==> config.mk <==
export PLATFORM = sky130hd
export DESIGN_NAME = quiz_buzzer_arbiter
export DESIGN_NICKNAME = d
export VERILOG_FILES = /design/src/rtl/quiz_pkg.sv /design/src/rtl/quiz_buzzer_arbiter_key_sync.sv /design/src/rtl/quiz_buzzer_arbiter.sv
export SDC_FILE = /design/constraint.sdc
export NUM_CORES = 1
export LEC_CHECK = 0
export ABC_AREA = 1
export CORE_MARGIN = 8
export CORE_UTILIZATION = 43
export DETAILED_ROUTE_END_ITERATION = 10
export GPL_TIMING_DRIVEN = 0
export MAX_ROUTING_LAYER = met4
export PLACE_DENSITY_LB_ADDON = 0.2
export SLEW_MARGIN = 5
export SYNTH_ARGS = -nofsm -noshare
export SYNTH_HDL_FRONTEND = slang
export SYNTH_SLANG_ARGS = --single-unit
==> constraint.sdc <==
create_clock -name CLK -period 3.97 [get_ports CLK]
set_input_delay 0.794 -clock CLK [delete_from_list [all_inputs] [get_ports CLK]]
set_output_delay 0.794 -clock CLK [all_outputs]
set_load 0.1 [all_outputs]
==> src/rtl/quiz_pkg.sv <==
// quiz_pkg: shared FSM state encoding, default cycle constants and a
// counter-width helper for the quiz buzzer arbiter.
package quiz_pkg;

   typedef enum logic [1:0] {
      ST_IDLE   = 2'd0,
      ST_ARMED  = 2'd1,
      ST_LOCKED = 2'd2,
      ST_DONE   = 2'd3
   } state_t;

   localparam int DEF_N_PLAYERS     = 4;
   localparam int DEF_BUZZ_CYCLES   = 25_000_000;   // 0.5 s at 50 MHz
   localparam int DEF_ANSWER_CYCLES = 500_000_000;  // 10 s at 50 MHz

   // Width needed to hold 0..max_count-1, never narrower than one bit.
   function automatic int cnt_width(input int max_count);
      return (max_count > 1) ? $clog2(max_count) : 1;
   endfunction

endpackage

==> src/rtl/quiz_buzzer_arbiter_key_sync.sv <==
// key_sync: W-bit two-flop synchroniser for asynchronous active-low keys.
// Both stages reset to all-ones so no key appears pressed out of reset.
module key_sync #(
   parameter int W = 4
) (
   input  logic         i_clk,
   input  logic         i_rst_n,
   input  logic [W-1:0] i_async,
   output logic [W-1:0] o_sync
);

   logic [W-1:0] r_meta;
   logic [W-1:0] r_sync;

   // Two-stage capture of the raw key pins into the clock domain.
   always_ff @(posedge i_clk or negedge i_rst_n) begin
      if (!i_rst_n) begin
         r_meta <= '1;
         r_sync <= '1;
      end else begin
         r_meta <= i_async;
         r_sync <= r_meta;
      end
   end

   assign o_sync = r_sync;

endmodule

==> src/rtl/quiz_buzzer_arbiter.sv <==
// quiz_buzzer_arbiter: N-player quiz buzzer arbiter.
// Synchronises the active-low player keys, locks the first eligible press
// (lowest index wins ties), drives winner LED/number, a fixed-length buzzer
// pulse and an answer-window countdown ending in a one-cycle timeout pulse.
// Optional feature macro: FOUL_DETECT_EN -- presses while IDLE with Start=0
// set sticky per-player Foul flags and make that player ineligible.
module quiz_buzzer_arbiter
   import quiz_pkg::*;
#(
   parameter  int N_PLAYERS     = DEF_N_PLAYERS,
   parameter  int BUZZ_CYCLES   = DEF_BUZZ_CYCLES,
   parameter  int ANSWER_CYCLES = DEF_ANSWER_CYCLES,
   localparam int PN_W          = $clog2(N_PLAYERS + 1)
) (
   input  logic                 CLK,
   input  logic                 RSTn,
   input  logic                 Start,
   input  logic                 Clear,
   input  logic [N_PLAYERS-1:0] K,
   output logic [N_PLAYERS-1:0] LED_Out,
   output logic [PN_W-1:0]      Player_Number,
   output logic                 Buzzer_Answer,
   output logic                 Timer_Start,
   output logic                 Answer_Timeout,
   output logic [N_PLAYERS-1:0] Foul
);

   localparam int            BW        = cnt_width(BUZZ_CYCLES);
   localparam int            AW        = cnt_width(ANSWER_CYCLES);
   localparam logic [BW-1:0] BUZZ_LAST = BW'(BUZZ_CYCLES - 1);
   localparam logic [AW-1:0] ANS_LOAD  = AW'(ANSWER_CYCLES - 1);

   state_t                 r_state;
   logic [N_PLAYERS-1:0]   r_led;
   logic [PN_W-1:0]        r_pn;
   logic                   r_buzz;
   logic                   r_timer;
   logic                   r_timeout;
   logic [BW-1:0]          r_buzz_cnt;
   logic [AW-1:0]          r_ans_cnt;

   logic [N_PLAYERS-1:0]   w_key_n;
   logic [N_PLAYERS-1:0]   w_pressed;
   logic [N_PLAYERS-1:0]   w_eligible;
   logic [N_PLAYERS-1:0]   w_win_onehot;
   logic [PN_W-1:0]        w_win_num;
   logic                   w_any;

   key_sync #(
      .W (N_PLAYERS)
   ) u_key_sync (
      .i_clk   (CLK),
      .i_rst_n (RSTn),
      .i_async (K),
      .o_sync  (w_key_n)
   );

   assign w_pressed = ~w_key_n;

`ifdef FOUL_DETECT_EN
   logic [N_PLAYERS-1:0] r_foul;
   assign w_eligible = w_pressed & ~r_foul;
   assign Foul       = r_foul;
`else
   assign w_eligible = w_pressed;
   assign Foul       = '0;
`endif

   // Lowest-index priority encoder over the eligible pressed keys.
   always_comb begin
      w_any        = 1'b0;
      w_win_onehot = '0;
      w_win_num    = '0;
      for (int unsigned i = 0; i < N_PLAYERS; i++) begin
         if (w_eligible[i] && !w_any) begin
            w_any           = 1'b1;
            w_win_onehot[i] = 1'b1;
            w_win_num       = PN_W'(i + 1);
         end
      end
   end

   // Round FSM with registered outputs, buzzer and answer-window counters.
   always_ff @(posedge CLK or negedge RSTn) begin
      if (!RSTn) begin
         r_state    <= ST_IDLE;
         r_led      <= '0;
         r_pn       <= '0;
         r_buzz     <= 1'b0;
         r_timer    <= 1'b0;
         r_timeout  <= 1'b0;
         r_buzz_cnt <= '0;
         r_ans_cnt  <= '0;
`ifdef FOUL_DETECT_EN
         r_foul     <= '0;
`endif
      end else if (Clear) begin
         r_state    <= ST_IDLE;
         r_led      <= '0;
         r_pn       <= '0;
         r_buzz     <= 1'b0;
         r_timer    <= 1'b0;
         r_timeout  <= 1'b0;
         r_buzz_cnt <= '0;
         r_ans_cnt  <= '0;
`ifdef FOUL_DETECT_EN
         r_foul     <= '0;
`endif
      end else begin
         r_timeout <= 1'b0;

         // Buzzer runs independently of the answer window once started.
         if (r_buzz) begin
            if (r_buzz_cnt == BUZZ_LAST) begin
               r_buzz <= 1'b0;
            end else begin
               r_buzz_cnt <= r_buzz_cnt + BW'(1);
            end
         end

         case (r_state)
            ST_IDLE: begin
               if (Start) begin
                  r_state <= ST_ARMED;
               end
`ifdef FOUL_DETECT_EN
               else begin
                  r_foul <= r_foul | w_pressed;
               end
`endif
            end

            ST_ARMED: begin
               if (!Start) begin
                  r_state <= ST_IDLE;
               end else if (w_any) begin
                  r_state    <= ST_LOCKED;
                  r_led      <= w_win_onehot;
                  r_pn       <= w_win_num;
                  r_timer    <= 1'b1;
                  r_buzz     <= 1'b1;
                  r_buzz_cnt <= '0;
                  r_ans_cnt  <= ANS_LOAD;
               end
            end

            ST_LOCKED: begin
               if (r_ans_cnt == '0) begin
                  r_timeout <= 1'b1;
                  r_timer   <= 1'b0;
                  r_state   <= ST_DONE;
               end else begin
                  r_ans_cnt <= r_ans_cnt - AW'(1);
               end
            end

            ST_DONE: begin
               r_state <= ST_DONE;
            end

            default: begin
               r_state <= ST_IDLE;
            end
         endcase
      end
   end

   assign LED_Out        = r_led;
   assign Player_Number  = r_pn;
   assign Buzzer_Answer  = r_buzz;
   assign Timer_Start    = r_timer;
   assign Answer_Timeout = r_timeout;

endmodule
==> flow_summary.toml <==
# synthesis and place-and-route metrics
[status]
outcome = "complete, no violations"

[cts]
htree_num_levels = 3
tritoncts = "yes"

[synthesis]
yosys_area_mm2 = 0.00439
synth.top_cells.by_count = "156 x sky130_fd_sc_hd__nand2_1, 107 x sky130_fd_sc_hd__nor2_1, 65 x sky130_fd_sc_hd__dfrtp_1, 54 x sky130_fd_sc_hd__inv_1, 40 x sky130_fd_sc_hd__nand3_1"
yosys.cell_types.count = 40
synth_cells = 597
synth_area_per_cell_um2 = 7.35

[pwr]
ir_worst_vdd_mv = 0.291

[run]
warnings = 27
maxCapViolCount = 0

[grt]
wire_length_of_the_first_global_routing_pass_um = 17500
antenna_found_initial = 0

[cells_and_area]
buf_share_pct = 6.59
comb_area_share_pct = 44.3
n_all_inverters = 60
combGateArea_mm2 = 0.00220
layout-drive-gt1-share_pct = 13.9
filler_cell_count = 1016
area_delta_synth_final_pct = 13.3
top_cell_excl_fill_tap = "sky130_fd_sc_hd__nand2_1"

[timing]
setup_repair_after_global_routing_missed_its_margin = "false"
setup_viol = 0
min_period_over_period_pct = 69.8
achievable-frequency_mhz = 361

[critical_path]
required_ns = 3.18
worst-r2r-setup-slack_ns = 2.21

[route]
drt_first_iter_violations = 234

[place]
detailed_place.area_mm2 = 0.00477

[floorplan]
die_width_um = 117
==> state kept, by name, summed over array words and instances, names as in the netlist <==
signal and count:
r_ans_cnt 29, r_buzz_cnt 25, LED_Out 4, u_key_sync.o_sync 4
u_key_sync.r_meta 4, Player_Number 2, r_state 2, Answer_Timeout 1
Buzzer_Answer 1, Timer_Start 1
==> worst max-delay path, delay by kind of cell, from the launching register on <==
family	cells	cell delay (ns)
buffers and inverters	2	1.24
flip-flops	1	0.39
==> power breakdown <==
part	internal (W)	switching, W
Sequential	0.000840	0.000109
Combinational	0.000240	0.000523
Clock	0.000329	0.000289
Total	0.00141	0.000922
==> kinds of logic (layout without fill, tap and decap cells) <==
family	count (synthesis)	after routing	synth area share, %
simple gates	357	357	35.9
buf+inv	77	111	8.21
flops	73	73	41.8
compound gates	69	69	9.75
xor+xnor	17	17	3.39
fa+ha+maj	3	3	0.855
other cells	1	4	0.0854
==> per-stage QoR <==
stage | std cells | hold slack [ns] | total power (W) | utilization [%]
final | 770 | 0.355 | 0.00233 | 49.0
after global routing | 770 | 0.361 | 0.00250 | 49.0
after CTS | 770 | 0.358 | 0.00235 | 49.0
after detailed placement | 754 | 0.347 | 0.00173 | 47.0
after global placement | 753 | 0.345 | 0.00171 | 46.8
after floorplan | 600 | 0.345 | 0.00153 | -
==> per-layer routing <==
| metal | GRT usage, % | vias up | wire length, µm |
|---|---|---|---|
| li1 | - | 1961 | - |
| met1 | 21.7 | 1790 | 5030 |
| met2 | 25.4 | 54 | 4530 |
| met3 | 2.41 | 13 | 324 |
| met4 | 7.94 | 0 | 189 |
| met5 | - | - | 0 |
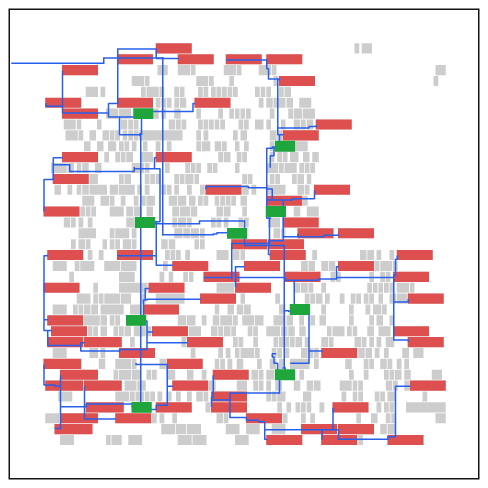
Figure 1: clock wires, drivers and flops.
Scale: 4 px per µm.
[blue] clock wires | length: 1,050 µm
[red] flip-flops | count: 73
[green] clock drivers | count: 9
flops lie: spread over the die
routed clock nets: 10

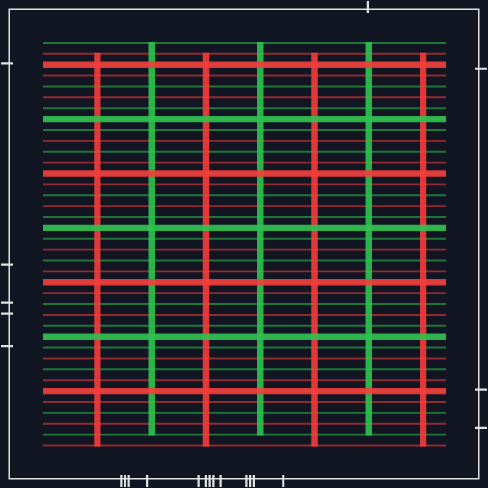
Figure 2: power grid.
Scale: 4 px per µm. Pins as bars on the die edge.
[green] VDD
[red] VSS
signal pins: 22
met5 straps: 7
rows: 37
Die Y-Extent: 117 µm
core area: 0.0101 mm²

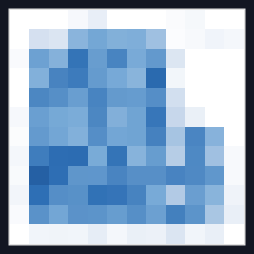
Figure 3: cell density map.
Scale: 2 px per µm. The die is cut into 12 by 12 equal tiles; white is low, dark blue is high, 0 to 100% covered.
densest ninth of the die: center
nearly empty tiles: 19%
fullest tile: 81%
tiles over 75% full: 2.8%
mean over tiles: 35%
starting utilization of the core area: 43.3%
Post-Route Utilization: 49.0%

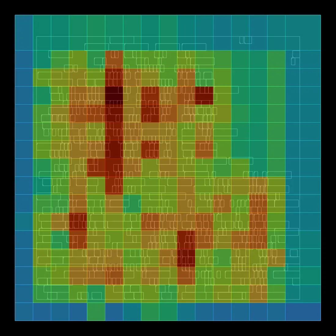
Figure 4: congestion heat map.
Global Route met1 Usage: 21.7%
met3 Use GR: 2.41%
M2 GR Usage: 25.4%

Power figures rest on the tool's default switching activity, not on a simulated workload.
